==> config.mk <==
export PLATFORM = sky130hd
export DESIGN_NAME = alu_rr_sched
export DESIGN_NICKNAME = d
export VERILOG_FILES = /design/src/rtl/alu_rr_sched.sv
export SDC_FILE = /design/constraint.sdc
export NUM_CORES = 1
export LEC_CHECK = 0
export CORE_UTILIZATION = 34
export DETAILED_ROUTE_END_ITERATION = 6
export PLACE_DENSITY = 0.89
export SYNTH_ARGS = -nofsm -noshare
export SYNTH_HDL_FRONTEND = slang
export SYNTH_SLANG_ARGS = --single-unit
==> constraint.sdc <==
create_clock -name clk -period 1.54 [get_ports clk]
set_clock_uncertainty 0.05 [all_clocks]
set_input_delay 0.154 -clock clk [delete_from_list [all_inputs] [get_ports clk]]
set_output_delay 0.154 -clock clk [all_outputs]
set_load 0.01 [all_outputs]
==> src/rtl/alu_rr_sched.sv <==
// Round-robin scheduler that shares one registered 4-bit ALU between NREQ requesters.
// Define ALU_RR_SCHED_DIVZ_ERR_EN to add the rsp_err divide-by-zero flag output.
module alu_rr_sched #(
    parameter int NREQ    = 4,
    parameter int IDW     = 2,
    parameter int ALU_LAT = 1
) (
    input  logic              clk,
    input  logic              rst,
    input  logic [NREQ-1:0]   req_valid,
    input  logic [2*NREQ-1:0] req_oper,
    input  logic [4*NREQ-1:0] req_in1,
    input  logic [4*NREQ-1:0] req_in2,
    output logic [NREQ-1:0]   req_ready,
    output logic [1:0]        alu_oper,
    output logic [3:0]        alu_in1,
    output logic [3:0]        alu_in2,
    input  logic [4:0]        alu_out,
    output logic              rsp_valid,
    input  logic              rsp_ready,
    output logic [IDW-1:0]    rsp_id,
    output logic [4:0]        rsp_data,
`ifdef ALU_RR_SCHED_DIVZ_ERR_EN
    output logic              rsp_err,
`endif
    output logic              busy
);

    localparam int LCW = $clog2(ALU_LAT + 1);

    if (NREQ < 2 || NREQ > 8 || IDW != $clog2(NREQ) || ALU_LAT < 1 || ALU_LAT > 4) begin : g_param_check
        $error("alu_rr_sched: illegal NREQ/IDW/ALU_LAT combination");
    end

    typedef enum logic [1:0] {
        IDLE = 2'd0,
        EXEC = 2'd1,
        RESP = 2'd2
    } state_t;

    state_t           state;
    logic [IDW-1:0]   rr_ptr;
    logic [LCW-1:0]   lat_cnt;
    logic [IDW-1:0]   grant;
    logic [IDW-1:0]   idx;
    logic             accept;

    logic [1:0]       sel_oper;
    logic [3:0]       sel_in1;
    logic [3:0]       sel_in2;

    // Walk the offsets from farthest to nearest so the requester closest to rr_ptr wins.
    // NOTE: every always_comb output gets a default first so no path can infer a latch.
    always_comb begin
        grant = '0;
        idx   = '0;
        for (int off = NREQ - 1; off >= 0; off--) begin
            idx = IDW'((int'(rr_ptr) + off) % NREQ);
            if (req_valid[idx]) begin
                grant = idx;
            end
        end
    end

    // Accept is gated by rst so no requester ever sees a grant that reset throws away.
    assign accept    = (state == IDLE) && (|req_valid) && !rst;
    assign req_ready = accept ? (NREQ'(1) << grant) : '0;

    assign sel_oper = req_oper[{grant, 1'b0} +: 2];
    assign sel_in1  = req_in1[{grant, 2'b00} +: 4];
    assign sel_in2  = req_in2[{grant, 2'b00} +: 4];

    // NOTE: sequential state uses non-blocking assignments only; the synchronous reset clears
    // every register because rsp_* and alu_* are externally visible from the first cycle.
    always_ff @(posedge clk) begin
        if (rst) begin
            state     <= IDLE;
            rr_ptr    <= '0;
            lat_cnt   <= '0;
            alu_oper  <= '0;
            alu_in1   <= '0;
            alu_in2   <= '0;
            rsp_valid <= 1'b0;
            rsp_id    <= '0;
            rsp_data  <= '0;
            busy      <= 1'b0;
`ifdef ALU_RR_SCHED_DIVZ_ERR_EN
            rsp_err   <= 1'b0;
`endif
        end else begin
            case (state)
                IDLE: begin
                    if (accept) begin
                        alu_oper <= sel_oper;
                        alu_in1  <= sel_in1;
                        alu_in2  <= sel_in2;
                        rsp_id   <= grant;
                        lat_cnt  <= '0;
                        busy     <= 1'b1;
                        state    <= EXEC;
`ifdef ALU_RR_SCHED_DIVZ_ERR_EN
                        rsp_err  <= (sel_oper == 2'b11) && (sel_in2 == 4'd0);
`endif
                    end
                end
                EXEC: begin
                    // The ALU output for the held operands is valid once lat_cnt reaches ALU_LAT.
                    if (lat_cnt == LCW'(ALU_LAT)) begin
                        rsp_data  <= alu_out;
                        rsp_valid <= 1'b1;
                        lat_cnt   <= '0;
                        state     <= RESP;
                    end else begin
                        lat_cnt <= lat_cnt + LCW'(1);
                    end
                end
                RESP: begin
                    if (rsp_ready) begin
                        rsp_valid <= 1'b0;
                        busy      <= 1'b0;
                        rr_ptr    <= (rsp_id == IDW'(NREQ - 1)) ? '0 : rsp_id + IDW'(1);
                        state     <= IDLE;
                    end
                end
                default: begin
                    state <= IDLE;
                end
            endcase
        end
    end

endmodule

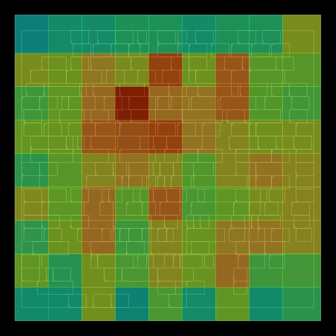
Figure 1: routing congestion.
wire per inst: 13.3 um
most used routing layer: met2

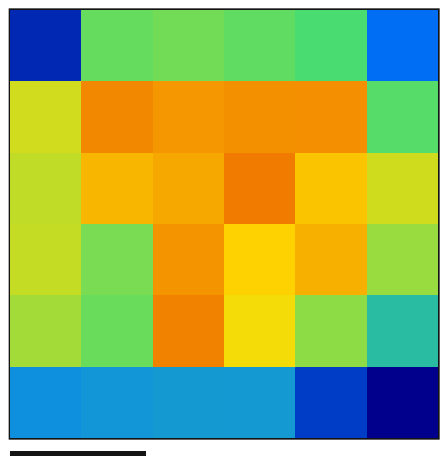
Figure 2: local utilization.
Scale bar: 20 um. 6 x 6 tiles, from dark blue (low) to red (high), 0 to 100% covered.
- mean over tiles: 59%
- nearly empty tiles: 2.8%
- fullest tile: 86%
- emptiest ninth of the die: lower right
- densest ninth of the die: centre
- tiles over 75% full: 33%
Core ar.: 3440 um^2
Finished Core Util: 0.696
Initial Util: 0.368

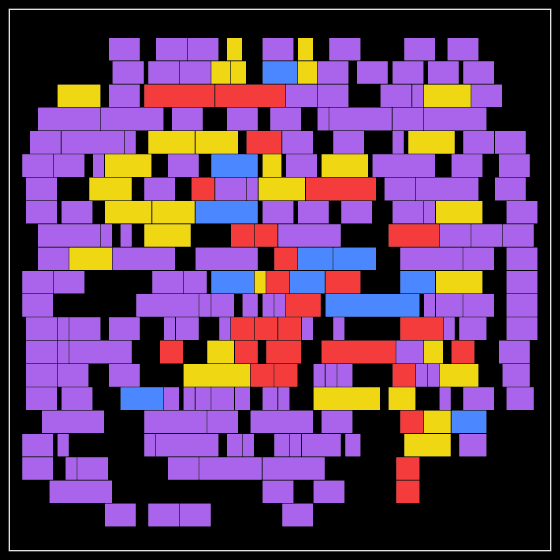
Figure 3: cells by drive strength.
- _6 and larger: blue (cells 11; most used buf_6)
- _3 and _4 cells: red (cells 27; most used buf_4)
- _2 cells: yellow (cells 30; most used o221ai_2)
- _0 and _1 cells: purple (cells 157; most used clkdlybuf4s50_1)
design area: 2390 um^2
final worst setup slack: -290 ps
Non-clk bufs: 97

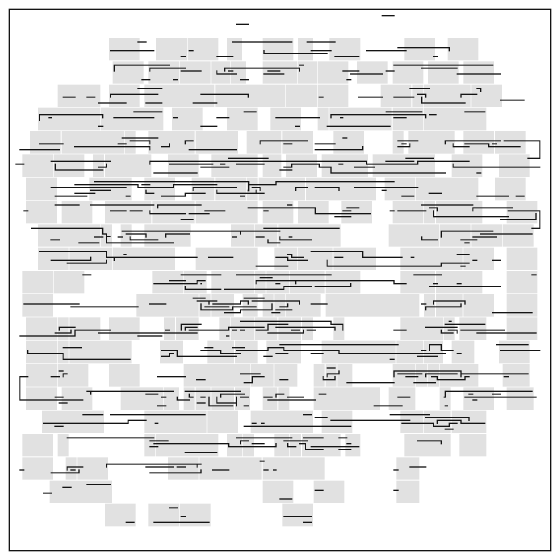
Figure 4: signal wires on met1.
Cells faint in the background.
- longest straight run: 25.3 um
- share of all routed wire: 40%
- nets with wire on the layer: 237
GR Layer Usage met1: 0.209
Routed Wire Length: 3600 um
routed via count: 1304

## report_power, final
| part | switching (W) | internal [W] |
|---|---|---|
| Clock | 0.000204 | 0.000348 |
| Sequential | 0.0000275 | 0.000666 |
| Combinational | 0.000212 | 0.000341 |
| Total | 0.000443 | 0.00135 |
## area by class of cell
cell class                      instances  share of cell area
Tap cell                               46              0.0240
Inverter                                5             0.00784
Clock inverter                          1              0.0125
Multi-Input combinational cell         95               0.347
Sequential cell                        24               0.203
Clock buffer                            3              0.0172
Timing Repair Buffer                   97               0.388
## layer usage
layer  vias up  share of wire  track usage
met2        44           0.54        0.341
met1       594           0.40        0.209
met5         -              0            0
met4         0          0.014       0.0581
met3         6          0.052       0.0453
li1        660              -            -
## cells by family after synthesis
kind of cell / after synthesis
buf+inv: 11
compound gates: 25
fa+ha+maj: 1
mux: 26
simple gates: 43
flops: 24
## cells in the mapped netlist (2+ instances only)
cell and n:
mux2i_1 26, dfxtp_1 24, nand2_1 17, nor2_1 17, o221ai_2 8, a21oi_1 7
inv_1 5, o221ai_1 3, a21o_2 2, buf_6 2, clkbuf_1 2, nand3b_1 2
nor3_1 2, or3_4 2
## sequential cells by signal (all words and copies together), names as in the netlist
| name | cells |
|---|---|
| rsp_data | 5 |
| alu_in1 | 4 |
| alu_in2 | 4 |
| alu_oper | 2 |
| rr_ptr | 2 |
| rsp_id | 2 |
| state | 2 |
| busy | 1 |
| lat_cnt | 1 |
| rsp_valid | 1 |
## worst max-delay path, delay by kind of cell, from the launching register on
| kind | cells | cell delay, ps |
|---|---|---|
| AND/OR/NAND/NOR | 3 | 930 |
| flip-flops | 1 | 330 |
| buffers and inverters | 1 | 100 |
## timing repair
action                     4_1_cts  5_1_grt
pin swaps                        6        6
resized                         39       18
setup buffers                    1        4
setup endpoints to repair       14       14
==> out/metrics.yaml <==
outcome: "finished with violations"
failed_checks: "setup timing"
numClockSinks: 24
final_nets: 279
slew_headroom: 0.731
hold_path_depth: 2
tightest_slew_ps: 403
yosysChipArea_um2: 1270
cts_max_path_buffers: 2
seq_area_um2: 487
endpoint: "req_ready[1]"
grt_pass1_wl_um: 5870
finalNonFillerCells: 271
grt_pass1_vias: 1332
yosys.area_share.xor_xnor: 0
ys_cells: 130
drt_pass1_iterations: 4
io_buffers: 74
ys_types: 25
syn_area_per_cell_um2: 9.75
cpMaxStageDelayCell: "or3_4"
gp_congestion: 0.855
ff_type: "dfxtp_1"
vdd.ir_drop.worst_mv: 0.667
clkLatencyLatePin_ps: 270
netlist_area_um2: 1270
io-pin-count: 75
mux_area_frac: 0.205
worst_slack_ps: -290
placed_cells: 263
area_growth_pct: 88.9
hold_class: "flip-flop to flip-flop"
worstHoldStart: "busy"
hold_end: "busy"
layout-drive-gt1-share: 0.302
setup_viol: 14
start_kind: "flip-flop"
antenna_found_initial: 0
hpwl_um: 2700
cts_tree: "built"
